## config.mk

```make
export PLATFORM = sky130hd
export DESIGN_NAME = acl2_meas_line_formatter
export DESIGN_NICKNAME = d
export VERILOG_FILES = /design/src/rtl/acl2_meas_line_formatter.sv
export SDC_FILE = /design/constraint.sdc
export NUM_CORES = 1
export LEC_CHECK = 0
export ABC_CLOCK_PERIOD_IN_PS = 5360
export CORE_MARGIN = 2
export CORE_UTILIZATION = 40
export CTS_BUF_LIST = sky130_fd_sc_hd__clkbuf_16
export DETAILED_ROUTE_END_ITERATION = 16
export GPL_ROUTABILITY_DRIVEN = 0
export GPL_TIMING_DRIVEN = 0
export HOLD_SLACK_MARGIN = 0.08
export SYNTH_ARGS = -nofsm -noshare
export SYNTH_HDL_FRONTEND = slang
export SYNTH_SLANG_ARGS = --single-unit
```

## constraint.sdc

```tcl
create_clock -name i_clk_20mhz -period 5.36 [get_ports i_clk_20mhz]
set_clock_uncertainty 0.2 [all_clocks]
set_input_delay 1.072 -clock i_clk_20mhz [delete_from_list [all_inputs] [get_ports i_clk_20mhz]]
set_output_delay 1.072 -clock i_clk_20mhz [all_outputs]
set_load 0.02 [all_outputs]
```

## src/rtl/acl2_meas_line_formatter.sv

```systemverilog
// acl2_meas_line_formatter: turns each 64-bit ACL2 measurement into an ASCII
// hex text line "X:hhhh Y:hhhh Z:hhhh T:hhhh" + CR LF (or LF) on a byte stream.
//
// Ports:
//   i_clk_20mhz, i_rst_20mhz   clock, async active-high reset
//   i_data_3axis_temp          measurement word, first-received byte at [63:56]
//   i_data_valid               one-cycle strobe for i_data_3axis_temp
//   o_tx_data/o_tx_valid       byte stream to the UART TX FIFO
//   i_tx_ready                 sink accepts the byte this cycle
//   o_busy                     line in flight or a measurement pending
//   o_line_done                one-cycle pulse after the last byte transfers
//   o_drop_count               saturating count of overwritten pending words
module acl2_meas_line_formatter #(
    parameter bit parm_line_end_crlf = 1'b1,
    parameter int parm_drop_cnt_bits = 8
) (
    input  logic                          i_clk_20mhz,
    input  logic                          i_rst_20mhz,
    input  logic [63:0]                   i_data_3axis_temp,
    input  logic                          i_data_valid,
    output logic [7:0]                    o_tx_data,
    output logic                          o_tx_valid,
    input  logic                          i_tx_ready,
    output logic                          o_busy,
    output logic                          o_line_done,
    output logic [parm_drop_cnt_bits-1:0] o_drop_count
);

    typedef enum logic [1:0] {
        ST_IDLE,
        ST_EMIT,
        ST_DONE
    } state_t;

    localparam logic [4:0] LAST_IDX = parm_line_end_crlf ? 5'd28 : 5'd27;

    state_t      state;
    logic [63:0] a;
    logic [63:0] p;
    logic        p_full;
    logic [4:0]  idx;
    logic        xfer;

    assign xfer   = o_tx_valid & i_tx_ready;
    assign o_busy = (state != ST_IDLE) | p_full;

    function automatic logic [7:0] hex_char(input logic [3:0] n);
        logic [7:0] v;
        v = {4'h0, n};
        return (n < 4'd10) ? (8'h30 + v) : (8'h37 + v);
    endfunction

    // Byte i of the text line for word w. Fields are stored low byte
    // first by the sensor, so each 16-bit value is byte-swapped here.
    function automatic logic [7:0] line_char(input logic [4:0] i,
                                             input logic [63:0] w);
        logic [15:0] x;
        logic [15:0] y;
        logic [15:0] z;
        logic [15:0] t;
        logic [7:0]  c;
        x = {w[55:48], w[63:56]};
        y = {w[39:32], w[47:40]};
        z = {w[23:16], w[31:24]};
        t = {w[7:0],   w[15:8]};
        c = 8'h0A;
        case (i)
            5'd0:  c = 8'h58;
            5'd7:  c = 8'h59;
            5'd14: c = 8'h5A;
            5'd21: c = 8'h54;
            5'd1, 5'd8, 5'd15, 5'd22: c = 8'h3A;
            5'd6, 5'd13, 5'd20:       c = 8'h20;
            5'd2:  c = hex_char(x[15:12]);
            5'd3:  c = hex_char(x[11:8]);
            5'd4:  c = hex_char(x[7:4]);
            5'd5:  c = hex_char(x[3:0]);
            5'd9:  c = hex_char(y[15:12]);
            5'd10: c = hex_char(y[11:8]);
            5'd11: c = hex_char(y[7:4]);
            5'd12: c = hex_char(y[3:0]);
            5'd16: c = hex_char(z[15:12]);
            5'd17: c = hex_char(z[11:8]);
            5'd18: c = hex_char(z[7:4]);
            5'd19: c = hex_char(z[3:0]);
            5'd23: c = hex_char(t[15:12]);
            5'd24: c = hex_char(t[11:8]);
            5'd25: c = hex_char(t[7:4]);
            5'd26: c = hex_char(t[3:0]);
            5'd27: c = parm_line_end_crlf ? 8'h0D : 8'h0A;
            default: c = 8'h0A;
        endcase
        return c;
    endfunction

    always_ff @(posedge i_clk_20mhz or posedge i_rst_20mhz) begin
        if (i_rst_20mhz) begin
            state        <= ST_IDLE;
            a            <= '0;
            p            <= '0;
            p_full       <= 1'b0;
            idx          <= '0;
            o_tx_data    <= 8'h00;
            o_tx_valid   <= 1'b0;
            o_line_done  <= 1'b0;
            o_drop_count <= '0;
        end else begin
            o_line_done <= 1'b0;
            case (state)
                ST_IDLE: begin
                    if (i_data_valid) begin
                        a          <= i_data_3axis_temp;
                        idx        <= '0;
                        o_tx_data  <= line_char(5'd0, i_data_3axis_temp);
                        o_tx_valid <= 1'b1;
                        state      <= ST_EMIT;
                    end
                end
                ST_EMIT: begin
                    if (i_data_valid) begin
                        p      <= i_data_3axis_temp;
                        p_full <= 1'b1;
                        if (p_full && (o_drop_count != '1))
                            o_drop_count <= o_drop_count + 1'b1;
                    end
                    if (xfer) begin
                        if (idx == LAST_IDX) begin
                            o_tx_valid  <= 1'b0;
                            o_line_done <= 1'b1;
                            state       <= ST_DONE;
                        end else begin
                            idx       <= idx + 5'd1;
                            o_tx_data <= line_char(idx + 5'd1, a);
                        end
                    end
                end
                ST_DONE: begin
                    // A word arriving now is the newest one; it goes
                    // straight into the next line and displaces any
                    // pending word, which is then counted as dropped.
                    if (i_data_valid && p_full && (o_drop_count != '1))
                        o_drop_count <= o_drop_count + 1'b1;
                    if (i_data_valid || p_full) begin
                        a          <= i_data_valid ? i_data_3axis_temp : p;
                        o_tx_data  <= line_char(5'd0,
                                      i_data_valid ? i_data_3axis_temp : p);
                        o_tx_valid <= 1'b1;
                        idx        <= '0;
                        p_full     <= 1'b0;
                        state      <= ST_EMIT;
                    end else begin
                        state <= ST_IDLE;
                    end
                end
                default: begin
                    o_tx_valid <= 1'b0;
                    state      <= ST_IDLE;
                end
            endcase
        end
    end

endmodule

```

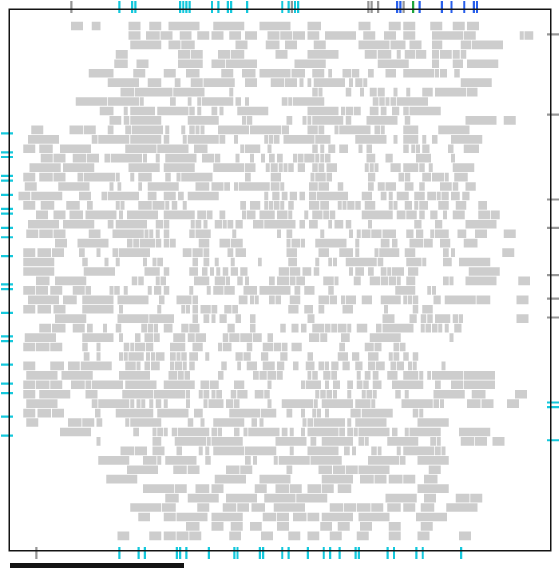
run_1/pinout.png
Scale bar: 50 um. Pins as bars across the die edge, other pins in grey.
cyan -> `i_data_3axis_temp`  # pins 64, direction input, edge 24 south, 21 west, 16 north, 3 east
green -> `o_tx_valid`  # pins 1, direction output, edge north
blue -> `o_drop_count`  # pins 8, direction output, edge north
I/O Buffers: 85
Die H: 155.6 um
Die X-Extent: 155.6 um

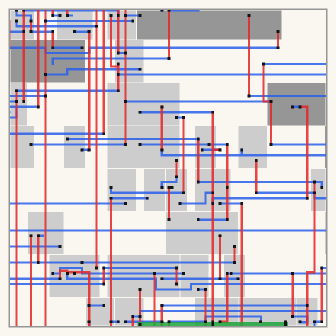
run_1/closeup.png
Region (107, 107) to (127, 127) um. Cells in grey, sequential cells in the stronger grey; small squares are vias.
green -> M3
blue -> M1
red -> M2
most frequent = buf_2 (4), ha_1 (4)
cells with their middle in the window = 28
sequential cells in the window = 2
netlist names of flops here include = `state` (2)

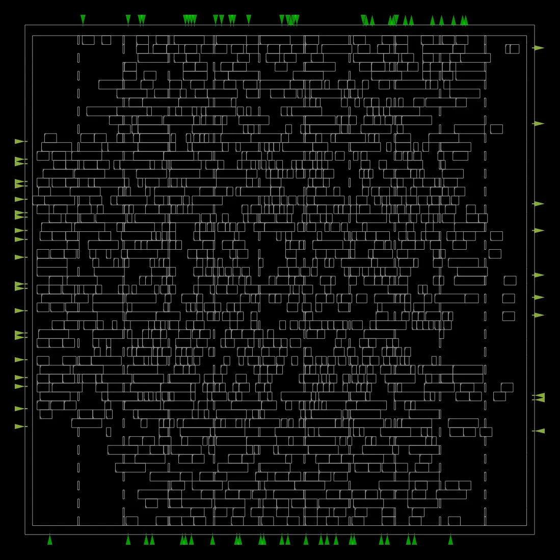
run_1/placed.png
Core Util, Final: 0.4899
n_taps: 285
flop count: 153
row cnt: 55
Final Instance Count excl. Fillers: 1,382

run 1: worst paths after layout:
kind / cells after the start / end / start / slack [ns]
hold / removal: 2 / a[52] / a[52] / 0.28
min in group asynchronous: 2 / p[1] / i_rst_20mhz / 0.70
max in group asynchronous: 4 / a[33] / i_rst_20mhz / 3.52
setup reg to reg: 9 / o_tx_data[1] / idx[0] / 2.13
hold reg to reg: 2 / a[52] / a[52] / 0.28
setup / recovery: 7 / a[49] / i_data_valid / 2.08
run 1: critical path, stage by stage:
cell and delay [ns]:
clkdlybuf4s50_1 0.47, nor2_1 0.15, and2_1 0.14, clkbuf_1 0.70, buf_2 0.48, mux2i_1 0.26, o21ai_0 0.09
run 1: stage by stage:
stage,utilization,total power [mW]
2_1_floorplan,-,3.807
3_3_place_gp,0.4608,4.657
3_5_place_dp,0.4644,4.711
4_1_cts,0.4899,5.929
5_1_grt,0.4899,6.377
6_report,0.4899,5.957
run 1: sequential cells by signal, summed over array words and instances, names as in the netlist:
register / count
a: 64
p: 64
o_drop_count: 8
o_tx_data: 7
idx: 5
state: 2
o_line_done: 1
o_tx_valid: 1
p_full: 1
run 1: cells in the final DEF, fill, tap and decap left out, types with 17 or more instances in the layout:
| master | Yosys | final |
|---|---|---|
| dfrtp_1 | 153 | 153 |
| mux2i_1 | 68 | 68 |
| nor3_1 | 26 | 26 |
| clkbuf_1 | 31 | 31 |
| inv_1 | 44 | 44 |
| nand2_1 | 127 | 127 |
| clkdlybuf4s50_1 | 0 | 85 |
| clkbuf_16 | 0 | 17 |
| nor2_1 | 29 | 29 |
| ha_1 | 22 | 22 |
| o21ai_0 | 112 | 112 |
| mux2_2 | 66 | 66 |
| xnor2_1 | 22 | 22 |
| buf_2 | 18 | 18 |
| a21oi_1 | 50 | 50 |
==> metrics.csv, run 1 <==
stage,metric,value,unit
run_status,outcome,finished clean,
synth,ys_sh_aoi,0.1801,
global_route,antenna_found_initial,0,
finish,final_cell_area,11060,um^2
finish,fillers,2205,
power,clockPowerShare,0.202,
finish,area_delta_synth_final,20.31,%
routing,route.met3.wl,1339,um
final_timing,rsz0062_at_grt,no,
final_timing,fin_crit_sh,0.6125,
power,p_seq,1.99,mW
global_route,grt_first_pass_wirelength,40860,um
final_timing,setup_slack,2.077,ns
synth,netlist.area_leader.share,0.4166,
placement,place.detailed.hpwl,18900,um
finish,clkCellAreaFrac,0.05205,
placement,dp_cells,1350,
power,p_seq_frac,0.334,
synth,netlist_area,9190,um^2
job,tool_warnings,30,
finish,comb_share,0.4442,
synth,async_flop_share,1.000,
synth,synth-seq-cells,153,
worst_hold_path,hp-class,reg2reg,
clock_network,clock.latency.late_pin,0.44,ns
final_timing,setup_viol,0,
synth,top_cells_by_count,"dfrtp_1 (153), nand2_1 (127), o21ai_0 (112), mux2i_1 (68), mux2_2 (66)",
global_route,use_met1,0.3061,
routing,wl_met2,11780,um
placement,dpl_cell_area,10480,um^2
finish,seq_area_frac,0.3463,
finish,largest_cell_class,combinational gates,
routing,firstDrtPassIters,5,
routing,vias,7816,
synth,yosys-stat-area,9190,um^2
synth,synthCells,976,
power,switchingPower,2.575,mW
synth,synthTopLogicFamily,AND-OR/OR-AND gates,
routing,wl_per_cell,18.43,um
setup_path,cp.required,5.46,ns
final_timing,tightest_slew,0.9431,ns
finish,diodes,0,
routing,m1WireLength,11930,um
power,pwr-share-comb,0.464,
floorplan,io-pin-count,87,
synth,syn_nets,1066,
finish,buffers_excl_clock,146,
setup_path,worstSetupEndpointType,register,
finish,final-nonclk-buf-share,0.1093,
finish,nClkBuffers,17,
routing,routed.top_layer,met4,
final_timing,maxSlewViolCount,0,
synth,yosys.area_share.simple,0.1389,
synth,ys_cells,976,
clock_network,clock-root-buffer,clkbuf_16,
final_timing,setup_tns,0,ns
power,irDropWorstVdd,0.2743,mV
clock_network,cts_sinks,153,
clock_network,cts_buffers,17,
synth,mux_share,0.1549,
global_route,grt_pass1_vias,7440,
clock_network,postCtsSetupRepairBufs,0,
global_route,use_met2,0.3416,
finish,multi_input_comb_cells,720,
placement,place_worst_setup_slack,1.595,ns
finish,drive_gt1_frac,0.1304,
clock_network,cts_buffer_depth,2,
synth,synth_area_per_cell,9.416,um^2
power,p_comb,2.76,mW
power,clock_power,1.20,mW
routing,drc,0,
finish,non_clock_inverter_count,46,
final_timing,max_freq,304.6,MHz
setup_path,critPathKind,in2reg,
routing,postRouteAntennaNets,0,
synth,ys_sh_xor,0.03009,
synth,synth_top_flop_cell,dfrtp_1,
synth,post_synth_num_cell_types,72,
synth,most_common_cell,dfrtp_1,
routing,wl,25470,um
synth,adder_share,0.02995,
synth,edf_count,0,
global_route,grt_max_degree,42,
clock_network,hold_buffers,0,
clock_network,cts_resized,0,
power,power_leader,combinational cells,
finish,comb_area,4911,um^2
floorplan,initCoreUtil,0.4072,
global_route,grt-busiest-layer,met2,
power,intPower,3.382,mW
power,power-per-cell-area,538.8,nW/um^2
global_route,grtUsageTotal,0.2174,
finish,final_net_count,1174,
routing,via_per_inst,5.656,
power,swShare,0.4323,
final_timing,hold_viol_final,0,
clock_network,cts_tree,done,
synth,synth-warning-count,0,
floorplan,coreArea,22570,um^2
clock_network,clkTransAtPathRegs,0.06,ns
final_timing,worst_hold_slack,0.2786,ns
global_route,globalRouteMet3Util,0.04750,
synth,synthTopCellsByArea,"dfrtp_1 (42%), mux2_2 (8.1%), mux2i_1 (7.4%)",
global_route,grt_overflow_total,0,
floorplan,die-area,24200,um^2
final_timing,max_slew_margin,0.3713,
job,maxCapViolCount,0,
clock_network,cts_max_level,4,
synth,synth_area_leader_cell,dfrtp_1,
setup_path,cp-start-kind,primary input,
setup_path,critical_path.max_fanout,10,
power,leakage,4.390,nW
final_timing,finalCriticalPeriod,3.283,ns
run_1/sizing.png
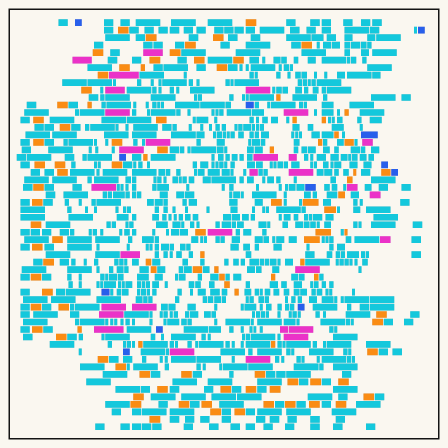

--- run 2 (diff from run 1) ---
ABC_CLOCK_PERIOD_IN_PS = 2900   (was 5360)
clock period = 2.9 ns   (was 5.36 ns; I/O delays follow)
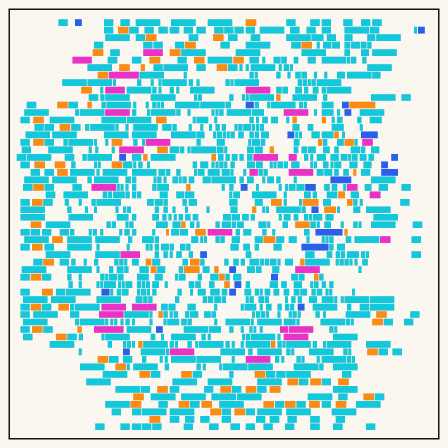
run_2/sizing.png
orange -> x2  # cells 104, most used mux2_2
blue -> x3 and x4  # cells 26, most used buf_4
cyan -> x1 and smaller  # cells 939, most used dfrtp_1
magenta -> x6 and larger  # cells 30, most used clkbuf_16
Layout area overhead: 21.54%
Non-clk bufs: 148
Final Instance Area: 11,170 um^2
final setup margin: 0.09268 ns

==> run 2 against run 1 <==
  * Register-to-register slack got worse by 2.0 ns
  * Largest power group unchanged
  * Global-route usage unchanged
  * Sequential power is 85% higher
  * Critical path depth increased by 2
  * First-iteration DRC count increased by 1.5%
  * Sequential cell count unchanged
  * Count of clock-buffer cells in the layout did not move
  * Final area up 1.0%
  * Non-clock buffer count increased by 2
  * Synthesized cell count unchanged
  * Via count shrank 1.1%
  * Routed wire length about the same
==> metrics.csv, run 2 <==
stage,metric,value,unit,change
routing,drt_iter0_drc,615,,was 606
placement,portBuffers,85,,unchanged
placement,dpl_cell_area,10480,um^2,unchanged
synth,ys_sh_aoi,0.1801,,unchanged
clock_network,hold_buffers,0,,unchanged
setup_path,cp.buffers_inverters,4,,was 3
routing,wl_per_cell,18.41,um,was 18.43 um
synth,synthTopLogicFamily,AND-OR/OR-AND gates,,unchanged
synth,synthTopCellsByArea,"dfrtp_1 (42%), mux2_2 (8.1%), mux2i_1 (7.4%)",,unchanged
synth,synth-seq-cells,153,,unchanged
routing,wl,25480,um,"was 25,470 um"
clock_network,clkTransAtPathRegs,0.07,ns,was 0.06 ns
routing,firstDrtPassIters,5,,unchanged
floorplan,rows,55,,unchanged
setup_path,critical_path.max_fanout,10,,unchanged
synth,post_synth_num_cell_types,72,,unchanged
setup_path,path_cells,clkbuf_4 > inv_1 > ha_1 > clkbuf_2 > clkbuf_2 > o21ai_0 > a31oi_1 > nor4b_2 > a21oi_1,,was clkdlybuf4s50_1 > nor2_1 > and2_1 > clkbuf_1 > buf_2 > mux2i_1 > o21ai_0
power,leakage,4.428,nW,was 4.390 nW
finish,top_regs,"a: 64 flops, p: 64 flops, o_drop_count: 8 flops",,unchanged
setup_path,rr_worst_depth,9,,unchanged
setup_path,worstSetupEndpointType,register,,unchanged
routing,vias,7729,,"was 7,816"
clock_network,cts_tree,done,,unchanged
synth,ys_seq_share,0.4166,,unchanged
global_route,grt_pass1_vias,7448,,"was 7,440"
finish,final_cell_mix,"dfrtp_1 (152), nand2_1 (127), o21ai_0 (112)",,"was dfrtp_1 (153), nand2_1 (127), o21ai_0 (112)"
final_timing,max_slew_margin,0.4651,,was 0.3713
final_timing,tightest_slew,0.8023,ns,was 0.9431 ns
synth,yosys.area_share.simple,0.1389,,unchanged
setup_path,worstReg2RegStart,idx[0],,unchanged
synth,syn_nets,1066,,unchanged
global_route,antenna_found_initial,0,,unchanged
final_timing,setup_tns,0,ns,unchanged
setup_path,cp.required,3.06,ns,was 5.46 ns
clock_network,cts_resized,9,,was 0
clock_network,cts_sinks,153,,unchanged
setup_path,crit_family,buffers and inverters,,unchanged
synth,netlist_area,9190,um^2,unchanged
final_timing,max_freq,356.2,MHz,
final_timing,maxSlewViolCount,0,,unchanged
setup_path,path_common_cell,clkbuf_2,,
global_route,grt_first_pass_wirelength,40880,um,"was 40,860 um"
setup_path,cp-start-kind,register,,was primary input
clock_network,clock.latency.late_pin,0.43,ns,was 0.44 ns
floorplan,io-pin-count,87,,unchanged
floorplan,die-area,24200,um^2,unchanged
final_timing,hold_viol_final,0,,unchanged
setup_path,critPathKind,reg2reg,,was in2reg
finish,instances_no_fill,1384,,"was 1,382"
synth,ys_cells,976,,unchanged
clock_network,cts_max_level,4,,unchanged
job,tool_warnings,30,,unchanged
synth,adder_share,0.02995,,unchanged
synth,yosys-stat-area,9190,um^2,unchanged
clock_network,cts_buffers,17,,unchanged
final_timing,finalCriticalPeriod,2.807,ns,
setup_path,crit_cells,9,,was 7
floorplan,coreArea,22570,um^2,unchanged
global_route,grt_overflow_total,0,,unchanged
synth,edf_count,0,,unchanged
setup_path,max_stage_delay,0.40,ns,was 0.70 ns
final_timing,fin_crit_sh,0.9680,,
global_route,grt_max_degree,42,,unchanged
clock_network,postCtsSetupRepairBufs,1,,was 0
synth,ys_sh_xor,0.03009,,unchanged
placement,place.detailed.hpwl,18900,um,unchanged
setup_path,r2r_slack,0.09,ns,was 2.13 ns
synth,top_cells_by_count,"dfrtp_1 (153), nand2_1 (127), o21ai_0 (112), mux2i_1 (68), mux2_2 (66)",,unchanged
floorplan,die_height,155.6,um,unchanged
synth,most_common_cell,dfrtp_1,,unchanged
power,power-per-cell-area,1001,nW/um^2,was 538.8 nW/um^2
final_timing,setup_viol,0,,unchanged
synth,synth_area_leader_cell,dfrtp_1,,unchanged
run_status,outcome,finished clean,,unchanged
worst_hold_path,hp-class,in2async,,was reg2reg
finish,drive_gt1_frac,0.1456,,was 0.1304
power,irDropWorstVdd,0.5008,mV,was 0.2743 mV
final_timing,rsz0062_at_grt,no,,unchanged
synth,synth_top_flop_cell,dfrtp_1,,unchanged
floorplan,initCoreUtil,0.4072,,unchanged
global_route,grtUsageTotal,0.2174,,unchanged
finish,fillers,2199,,"was 2,205"
synth,mux_share,0.1549,,unchanged
setup_path,startpoint,idx[0],,was i_data_valid
finish,layout.cells.most_common,dfrtp_1,,unchanged
clock_network,cts_buffer_depth,2,,unchanged
setup_path,critPathCapture,o_tx_data[1],,was a[49]
setup_path,rr_endpoint,o_tx_data[1],,unchanged
synth,netlist.area_leader.share,0.4166,,unchanged
final_timing,worst_hold_slack,0.2122,ns,was 0.2786 ns
routing,drc,0,,unchanged
synth,async_flop_share,1.000,,unchanged
setup_path,cp_slowest_cell,dfrtp_1,,was clkbuf_1
clock_network,clock-root-buffer,clkbuf_16,,unchanged
synth,synth-warning-count,0,,unchanged
synth,synth_area_per_cell,9.416,um^2,unchanged
job,maxCapViolCount,0,,unchanged
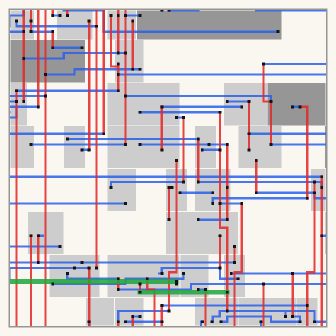
run_2/closeup.png
Region (107, 107) to (127, 127) um. Cells in grey, sequential cells in the stronger grey; small squares are vias.
blue -> M1
red -> M2
green -> M3
netlist names of flops here include = `state` (2)
cells with their middle in the window = 28
most frequent = ha_1 (4)
sequential cells in the window = 2

-- run 2: cell counts after synthesis --
Identical to the previous run, type by type.
-- run 2: final cells by class --
| class | instances | area (um^2) | area share |
|---|---|---|---|
| clock buffer | 17 | 425.4 | 0.03809 |
| multi-input combinational | 720 | 4976 | 0.4455 |
| sequential | 153 | 3830 | 0.3429 |
| clock inverter | 15 | 150.1 | 0.01344 |
| buffer | 55 | 290.3 | 0.02599 |
| tap | 285 | 356.6 | 0.03193 |
| timing repair buffer | 93 | 960.9 | 0.08603 |
| inverter | 46 | 180.2 | 0.01613 |
-- run 2: worst reg2reg max path: stages (launching register included) --
cell and delay, ns:
dfrtp_1 0.40, clkbuf_4 0.18, inv_1 0.09, ha_1 0.35
clkbuf_2 0.36, clkbuf_2 0.33, o21ai_0 0.19, a31oi_1 0.39
nor4b_2 0.11, a21oi_1 0.13
-- run 2: per-layer routing --
metal | up-vias | global-route usage | part of all wire
li1 | 3739 | - | -
met1 | 3751 | 0.3054 | 0.47
met4 | 0 | 0.05505 | 0.016
met2 | 212 | 0.3428 | 0.46
met5 | - | 0 | 0
met3 | 27 | 0.04694 | 0.055
-- run 2: power by group --
part	switching, mW	leakage [nW]	internal, mW
Combinational	3.05	2.29	2.23
Clock	0.959	0.273	1.27
Sequential	0.804	1.87	2.88
-- run 2: cell families (layout without fill, tap and decap cells) --
kind of cell,Yosys count,after routing
compound gates,267,267
mux,134,134
xor+xnor,29,29
fa+ha+maj,22,22
other cells,1,1
flops,153,153
simple gates,267,267
buf+inv,103,226
-- run 2: through the flow --
stage,power [mW],utilization
CTS,11.03,0.4920
global placement,8.608,0.4608
global route,11.96,0.4948
detailed placement,8.706,0.4644
finish,11.18,0.4948
floorplan,7.037,-
Power figures rest on the tool's default switching activity, not on a simulated workload.
